**src/rtl/irq_ctrl_if.sv**
```systemverilog
// ---------------------------------------------------------------------------
// irq_ctrl_if -- bridge-side register bus of the interrupt controller.
//   we    : write strobe (one cycle per write)
//   addr  : register select (0 MASK, 1 MODE, 2 PEND, 3 CTRL)
//   wd    : write data
//   rd    : read data, combinational from addr
// master = bridge / CPU side, slave = irq_ctrl.
// ---------------------------------------------------------------------------
interface irq_ctrl_if;
   logic        we;
   logic [1:0]  addr;
   logic [31:0] wd;
   logic [31:0] rd;

   modport master (output we, addr, wd, input rd);
   modport slave  (input we, addr, wd, output rd);
endinterface

```
**src/rtl/irq_ctrl.sv**
```systemverilog
// ---------------------------------------------------------------------------
// irq_ctrl -- programmable interrupt controller between peripheral IRQ lines
// and the CPU HWInt input.
//   clk     : system clock, all state on the rising edge
//   rst     : asynchronous, active-low reset
//   irq_in  : raw device requests, asynchronous to clk
//   bus     : register bus (we/addr/wd in, rd out)
//   HWInt   : registered one-hot request to the CPU
//   int_req : registered OR of HWInt
// Requests are synchronised, latched as edge/level pending bits, masked and
// arbitrated lowest-index-first. One request at a time is presented and walked
// through IDLE -> ASSERT -(ACK)-> SERVICE -(EOI)-> IDLE.
// ---------------------------------------------------------------------------
module irq_ctrl #(
   parameter int NUM_IRQ     = 6,
   parameter int SYNC_STAGES = 2
) (
   input  logic               clk,
   input  logic               rst,
   input  logic [NUM_IRQ-1:0] irq_in,
   irq_ctrl_if.slave          bus,
   output logic [NUM_IRQ-1:0] HWInt,
   output logic               int_req
);

   localparam logic [1:0] ST_IDLE    = 2'd0;
   localparam logic [1:0] ST_ASSERT  = 2'd1;
   localparam logic [1:0] ST_SERVICE = 2'd2;

   // Synchroniser: index 0 is the newest stage.
   logic [SYNC_STAGES-1:0][NUM_IRQ-1:0] sync_q;
   logic [NUM_IRQ-1:0] s, s_d, edge_set;

   logic [NUM_IRQ-1:0] mask, mode, pend, pend_n, active;
   logic [NUM_IRQ-1:0] w1c, ack_clr, hw_n;
   logic [1:0]         state, state_n;
   logic [2:0]         id, id_n, win_id;
   logic               ack, eoi, ack_fire;

   assign s        = sync_q[SYNC_STAGES-1];
   assign edge_set = s & ~s_d;
   assign active   = pend & mask;

   assign ack      = bus.we && (bus.addr == 2'd3) && bus.wd[0];
   assign eoi      = bus.we && (bus.addr == 2'd3) && bus.wd[1];
   assign ack_fire = ack && (state == ST_ASSERT);

   // In ASSERT, HWInt already holds onehot(id), so it doubles as the id mask
   // for both the ACK clear and the withdrawal test.
   assign ack_clr = ack_fire ? HWInt : '0;
   assign w1c     = (bus.we && (bus.addr == 2'd2)) ? bus.wd[NUM_IRQ-1:0] : '0;

   // Edge bits: set wins over any same-cycle clear. Level bits track s, which
   // also discards a stored edge bit as soon as a line switches to level.
   assign pend_n = (mode & (edge_set | (pend & ~(w1c | ack_clr)))) | (~mode & s);

   // Lowest index wins: scan downwards so the last hit is the lowest.
   always_comb begin
      win_id = '0;
      for (int i = NUM_IRQ - 1; i >= 0; i--)
         if (active[i]) win_id = 3'(i);
   end

   always_comb begin
      state_n = state;
      id_n    = id;
      hw_n    = HWInt;
      case (state)
         ST_IDLE: begin
            if (|active) begin
               state_n = ST_ASSERT;
               id_n    = win_id;
               hw_n    = NUM_IRQ'(1) << win_id;
            end
         end
         ST_ASSERT: begin
            // ACK beats a same-cycle withdrawal; no preemption while asserting.
            if (ack) begin
               state_n = ST_SERVICE;
               hw_n    = '0;
            end else if (~|(active & HWInt)) begin
               state_n = ST_IDLE;
               id_n    = '0;
               hw_n    = '0;
            end
         end
         ST_SERVICE: begin
            if (eoi) begin
               state_n = ST_IDLE;
               id_n    = '0;
            end
         end
         default: begin
            state_n = ST_IDLE;
            id_n    = '0;
            hw_n    = '0;
         end
      endcase
   end

   always_ff @(posedge clk or negedge rst) begin
      if (!rst) begin
         sync_q  <= '0;
         s_d     <= '0;
         mask    <= '0;
         mode    <= '0;
         pend    <= '0;
         state   <= ST_IDLE;
         id      <= '0;
         HWInt   <= '0;
         int_req <= 1'b0;
      end else begin
         sync_q  <= {sync_q[SYNC_STAGES-2:0], irq_in};
         s_d     <= s;
         pend    <= pend_n;
         state   <= state_n;
         id      <= id_n;
         HWInt   <= hw_n;
         int_req <= |hw_n;
         if (bus.we && (bus.addr == 2'd0)) mask <= bus.wd[NUM_IRQ-1:0];
         if (bus.we && (bus.addr == 2'd1)) mode <= bus.wd[NUM_IRQ-1:0];
      end
   end

   always_comb begin
      bus.rd = '0;
      case (bus.addr)
         2'd0:    bus.rd = 32'(mask);
         2'd1:    bus.rd = 32'(mode);
         2'd2:    bus.rd = 32'(pend);
         default: bus.rd = {state == ST_SERVICE, state == ST_ASSERT, 27'd0, id};
      endcase
   end

endmodule

```
**src/flat_wrapper.sv**
```systemverilog
// flat-port wrapper written by rule: the top's interface ports become plain ports
module irq_ctrl_flat 
#(
   parameter int NUM_IRQ     = 6,
   parameter int SYNC_STAGES = 2
)
  (clk, rst, irq_in, HWInt, int_req, bus_we, bus_addr, bus_wd, bus_rd);
  irq_ctrl_if bus_i ();
  input  logic clk;
  input  logic rst;
  input  logic [NUM_IRQ-1:0] irq_in;
  output logic [NUM_IRQ-1:0] HWInt;
  output logic int_req;
  input wire logic [$bits(bus_i.we)-1:0] bus_we;
  input wire logic [$bits(bus_i.addr)-1:0] bus_addr;
  input wire logic [$bits(bus_i.wd)-1:0] bus_wd;
  output wire logic [$bits(bus_i.rd)-1:0] bus_rd;
  assign bus_i.we = bus_we;
  assign bus_i.addr = bus_addr;
  assign bus_i.wd = bus_wd;
  assign bus_rd = bus_i.rd;
  irq_ctrl #(.NUM_IRQ(NUM_IRQ), .SYNC_STAGES(SYNC_STAGES)) u_core (.clk(clk), .rst(rst), .irq_in(irq_in), .bus(bus_i), .HWInt(HWInt), .int_req(int_req));
endmodule
```
**config.mk**
```make
export PLATFORM = sky130hd
export DESIGN_NAME = irq_ctrl_flat
export DESIGN_NICKNAME = d
export VERILOG_FILES = /design/src/rtl/irq_ctrl_if.sv /design/src/rtl/irq_ctrl.sv /design/src/flat_wrapper.sv
export SDC_FILE = /design/constraint.sdc
export NUM_CORES = 1
export LEC_CHECK = 0
export CAP_MARGIN = 20
export CORE_UTILIZATION = 48
export DETAILED_ROUTE_END_ITERATION = 8
export PLACE_DENSITY_LB_ADDON = 0.15
export SLEW_MARGIN = 10
export SYNTH_ARGS = -nofsm -noshare
export SYNTH_HDL_FRONTEND = slang
export SYNTH_SLANG_ARGS = --single-unit
export TNS_END_PERCENT = 10
```
**constraint.sdc**
```tcl
create_clock -name clk -period 3.3 [get_ports clk]
set_input_delay 0.66 -clock clk [delete_from_list [all_inputs] [get_ports clk]]
set_output_delay 0.66 -clock clk [all_outputs]
set_load 0.01 [all_outputs]
```
==> git commit body, run 1 <==
Store results of the implementation flow

- Post-CTS repair ended up resizing 0 cells.
- Detailed-route iteration 0 reported a violation count of 99.
* Syn avg cell area: 11.4 sq um
* Biggest fanout along the worst timing path: 8
* R2r startpoint: u_core.state[1]
- # DRC: 4
- In this run the cell area of the synthesized design comes to 0.00228 sq mm.
- Summed over all failing endpoints, the final setup total negative slack is 0 ns.
- The script computed a power per unit cell area of 614 mW/mm^2.
- Via count: 1630
- The critical path in this run is classified as in2out.
* YS chip area: 0.00228 sq mm
- Subtracting the final worst setup slack from the clock period gives 3.16 ns.
- Clock share of power: 0.197
* Fmax: 317 MHz
- Most used cells in the layout excluding fill and tap cells: sky130_fd_sc_hd__dfrtp_1, sky130_fd_sc_hd__clkdlybuf4s50_1, sky130_fd_sc_hd__nand2_1
- Proportion of register bits with asynchronous set or reset after synthesis: 1.00
- The worst setup path is launched from a primary input.
- For this design the static power due to leakage is 1.23 nW.
* CTS Hold Bufs: 0
- According to the timing report, the critical path is captured at bus_rd[0].
* Worst-case headroom to the max-slew limit: 0.599
* Slew Limit Fails: 0
- Signed area change from the synthesized netlist to the final layout: 16.4%
- Worst path depth: 3
- Count of tool warnings: 52
* Endpoint kind of the worst setup timing path: primary output
* Leading register cell type out of synthesis: sky130_fd_sc_hd__dfrtp_1
- Violated checks: DRC
* Stage delay of the slowest cell on the critical path: 0.72 ns
- Cell with the most instances after synthesis: sky130_fd_sc_hd__dfrtp_1
- Cell chain of the critical path: clkdlybuf4s50_1 -> mux4_1 -> clkdlybuf4s50_1
- Number of endpoints failing setup at the final stage: 0
- The floorplan has 24 rows.
- RSZ-0062 raised after global routing: no
- Worst hold-check path type: in2async
- Number of buffers created by CTS: 5
* Outcome: complete, but fails checks
- Share of power burned in registers: 0.496
- The internal portion of the total power is 1.09 mW.
- EDFF count, synth: 0
* Root buffer cell: sky130_fd_sc_hd__clkbuf_8
* Least-Margin Pin Slew: 0.599 ns
- DIE HEIGHT: 70.9 um
- Hold timing on the final database bottoms out at a slack of 0.236 ns.
* Worst clock skew: 0.00569 ns
==> run 1: through the flow <==
stage                     worst slack (ns)  instance area, sq um
final                                0.144                  2650
after CTS                            0.130                  2630
after floorplan                       1.18                  2370
after detailed placement             0.134                  2550
after global placement               0.156                  2550
after global routing                0.0572                  2650
==> run 1: routing by layer <==
metal  track usage  wire [um]  up-vias
met4        0.0533         44        0
met2         0.337       2350       54
li1              -          -      744
met3        0.0427        226        6
met1         0.282       2140      826
met5             0          0        -
==> run 1: registers in the layout, indices dropped and copies added (netlist names) <==
signal	cells
u_core.HWInt	6
u_core.mask	6
u_core.int_req	1
u_core.s_d	6
u_core.sync_q	6
u_core.s	6
u_core.id	3
u_core.mode	6
u_core.state	2
u_core.pend	6
==> run 1: kinds of logic after synthesis <==
logic type,Yosys count,share of synthesized area
AND/OR/NAND/NOR,56,0.119
flip-flops,48,0.527
AND-OR/OR-AND,45,0.154
buffers and inverters,32,0.0944
multiplexers,18,0.104
other,1,0.00164
==> run 1: final cells by class <==
cell class / count / area, sq um / share of cell area
Tap cell: 52 / 65.1 / 0.0245
Timing Repair Buffer: 35 / 348 / 0.131
Inverter: 3 / 11.3 / 0.00425
Sequential cell: 48 / 1200 / 0.453
Clock inverter: 1 / 5.00 / 0.00189
Clock buffer: 6 / 72.6 / 0.0274
Multi-Input combinational cell: 143 / 950 / 0.358
==> run 1: power groups by stage <==
stage               logic (mW)  clock network (mW)  registers, mW
global placement         0.488                   0          0.813
CTS                      0.498               0.336          0.808
floorplan                0.346                   0          0.779
global route             0.550               0.355          0.825
finish                   0.501               0.320          0.808
detailed placement       0.495                   0          0.819
Fig. 1: run 1, congestion heat map
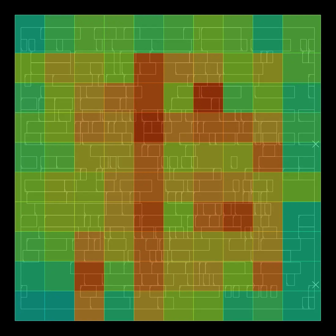
GR peak layer: met2
Global Route met3 Usage: 0.0427

Fig. 2: run 1, placement by cell class
The bar under the picture is 20 um long.
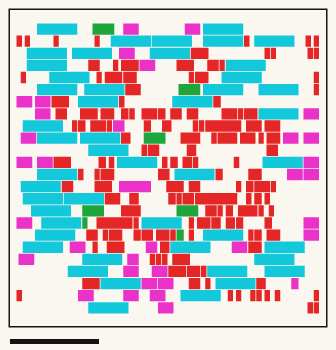
legend:
  all other logic:
    color: red
    cells: 146
    share_of_their_area: 37%
  flip-flops:
    color: cyan
    cells: 48
    share_of_their_area: 46%
  clock drivers and dummy loads:
    color: green
    cells: 7
    share_of_their_area: 3.0%
  other buffers and delay cells:
    color: magenta
    cells: 35
    share_of_their_area: 13%

Fig. 3: run 1, nets reached from selected ports
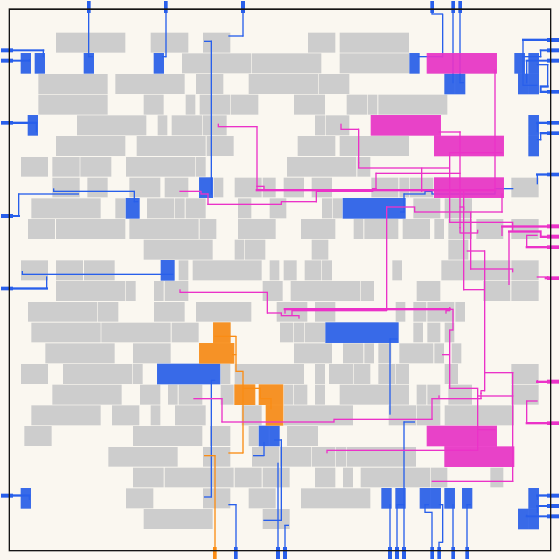
legend:
  `HWInt`:
    color: magenta
    direction: output
    end_cells: 6
    buffers: 6
    wire: 470 um
  `bus_rd`:
    color: blue
    direction: output
    end_cells: 32
    buffers: 8
    wire: 311 um
  `bus_we`:
    color: orange
    direction: input
    end_cells: 5
    buffers: 1
    wire: 41.1 um

Fig. 4: run 1, signal metal coverage by tile
The bar under the picture is 20 um long. The die is cut into 14 by 14 equal tiles; dark purple is low, yellow is high, scaled to the fullest tile. Values are wire area over tile area, all layers added.
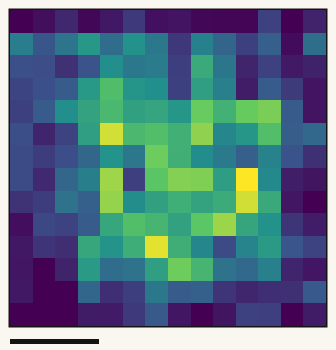

## Run 2: what changed since run 1
--- a/config.mk
+++ b/config.mk
@@ -8,7 +8,7 @@
 export CAP_MARGIN = 20
 export CORE_UTILIZATION = 48
 export DETAILED_ROUTE_END_ITERATION = 8
-export PLACE_DENSITY_LB_ADDON = 0.15
+export PLACE_DENSITY_LB_ADDON = 0.1
 export SLEW_MARGIN = 10
 export SYNTH_ARGS = -nofsm -noshare
 export SYNTH_HDL_FRONTEND = slang
Fig. 5: run 2, signal metal coverage by tile
The bar under the picture is 20 um long. The die is cut into 14 by 14 equal tiles; dark purple is low, yellow is high, scaled to the fullest tile. Values are wire area over tile area, all layers added.
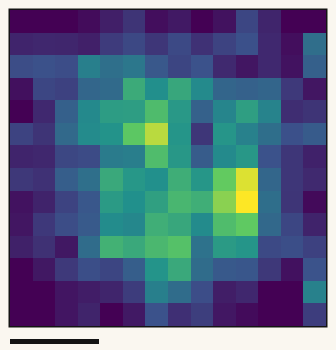
nearly empty tiles: 8.7%
fullest tile: 0.52
densest ninth of the die: center
mean over tiles: 0.15
emptiest ninth of the die: lower left
tiles over half the peak: 20%

Fig. 6: run 2, sizing map
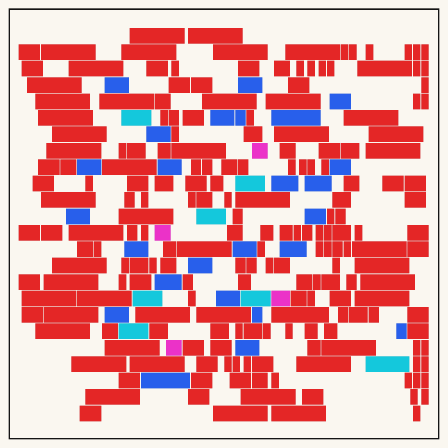
legend:
  drive 6 and up:
    color: cyan
    cells: 7
    most_used: clkbuf_8
  drive 3 to 4:
    color: magenta
    cells: 4
    most_used: buf_4
  drive 1 or less:
    color: red
    cells: 201
    most_used: dfrtp_1
  drive 2:
    color: blue
    cells: 25
    most_used: mux2_2
bufs w/o clock: 35
minimum setup slack in the final design: 0.127 ns

==> git commit body, run 2 <==
Store results of the implementation flow

- The run finished, with violations left.
* Violated checks: DRC
- TritonCTS built the clock tree.
- The leakage power total was 1.24 nW (+0.85%).
* Fmax: 315 MHz (-0.55%)
- The count of flip-flops with a built-in enable after synthesis is 0 (unchanged).
- DIE HEIGHT: 70.9 um (unchanged)
* Least-Margin Pin Slew: 0.557 ns (-0.0426 ns)
- Syn avg cell area: 11.4 sq um (unchanged)
- Final TNS setup: 0 ns (unchanged)
- The areal power density over the cells came to 626 mW/mm^2 (+1.9%).
- The worst clock skew was 0.00588 ns (+0.000190 ns).
- The final setup violation count was 0 (unchanged).
- The number of warnings in the stage logs was 52 (unchanged).
- The post-layout minimum cycle time was 3.17 ns (+0.0174 ns).
- The simple-gate portion of the synthesized area is 0.119 (unchanged).
- Leading register cell type out of synthesis: sky130_fd_sc_hd__dfrtp_1
- Stage delay of the slowest cell on the critical path: 0.73 ns (about the same)
* Proportion of register bits with asynchronous set or reset after synthesis: 1.00 (unchanged)
- The area fraction in full adders, half adders and majority gates is 0 (unchanged).
- RSZ-0062 raised after global routing: no
- Via count: 1654 (+1.5%)
- The setup path with the least slack is of type in2out.
- The path class of the tightest hold or removal check is in2async.
- The fraction of synthesized area in multiplexers is 0.104 (unchanged).
- Signed area change from the synthesized netlist to the final layout: 17.0%
- Leaving out fill and tap cells, the most frequent cells in the layout are sky130_fd_sc_hd__dfrtp_1, sky130_fd_sc_hd__clkdlybuf4s50_1, sky130_fd_sc_hd__nand2_1.
- CTS Hold Bufs: 0 (unchanged)
- The post-synth area from yosys stat came to 0.00228 sq mm (unchanged).
- The maximum fanout count along the critical path is 9 (+1).
* Number of buffers created by CTS: 5 (unchanged)
- The first-iteration detailed-routing DRC count is 127 (+28%).
- The relative slew slack was 0.627 (+0.0285).
* Top comb family, area: AND-OR/OR-AND gates
- Root buffer cell: sky130_fd_sc_hd__clkbuf_8
- Slew Limit Fails: 0 (unchanged)
* Cell with the most instances after synthesis: sky130_fd_sc_hd__dfrtp_1
- The cell resize tally after clock tree synthesis is 0 (unchanged).
* Row cnt: 24 (unchanged)
- # DRC: 12 (+8)
- Cell area after synthesis: 0.00228 sq mm (unchanged)
-- run 2: metal layers --
metal  vias to the layer above  GRT usage  share of wire
li1                        746          -              -
met1                       839      0.271           0.44
met2                        60      0.347           0.50
met3                         9     0.0427          0.043
met4                         0     0.0644          0.014
met5                         -          0              0
-- run 2: path summary, 6_finish.rpt --
check / cells past startpoint / slack (ns) / to / startpoint
setup / recovery: 3 / 0.13 / bus_rd[0] / bus_addr[1]
hold / removal: 1 / 0.28 / u_core.state[1] / rst
setup reg to reg: 6 / 1.56 / u_core.id[0] / u_core.state[1]
hold reg to reg: 0 / 0.35 / u_core.s[0] / u_core.sync_q[0]
max in group asynchronous: 2 / 2.52 / u_core.pend[4] / rst
min in group clk: 0 / 0.35 / u_core.s[0] / u_core.sync_q[0]
-- run 2: layout make-up --
type	count	area, sq um
tap	52	65.1
sequential	48	1200
inverter	3	11.3
clock inverter	2	10.0
clock buffer	6	82.6
fill	372	1780
multi-input combinational	143	950
timing repair buffer	35	348
-- run 2: kinds of logic after synthesis --
family / count (synthesis)
other: 1
buffers and inverters: 32
multiplexers: 18
AND-OR/OR-AND: 45
flip-flops: 48
AND/OR/NAND/NOR: 56
-- run 2: power breakdown --
group / switching (mW) / internal (mW)
sequential: 0.123 / 0.688
clock: 0.188 / 0.167
combinational: 0.248 / 0.255
total: 0.559 / 1.11
-- run 2: metrics by stage --
stage          area (sq um)   util  setup slack [ns]  power [mW]
2_1_floorplan          2370      -              1.18        1.12
3_3_place_gp           2550  0.575             0.134        1.30
3_5_place_dp           2550  0.575             0.115        1.32
4_1_cts                2650  0.596             0.102        1.67
5_1_grt                2670  0.600            0.0211        1.77
6_report               2670  0.600             0.127        1.67
Power figures rest on the tool's default switching activity, not on a simulated workload.
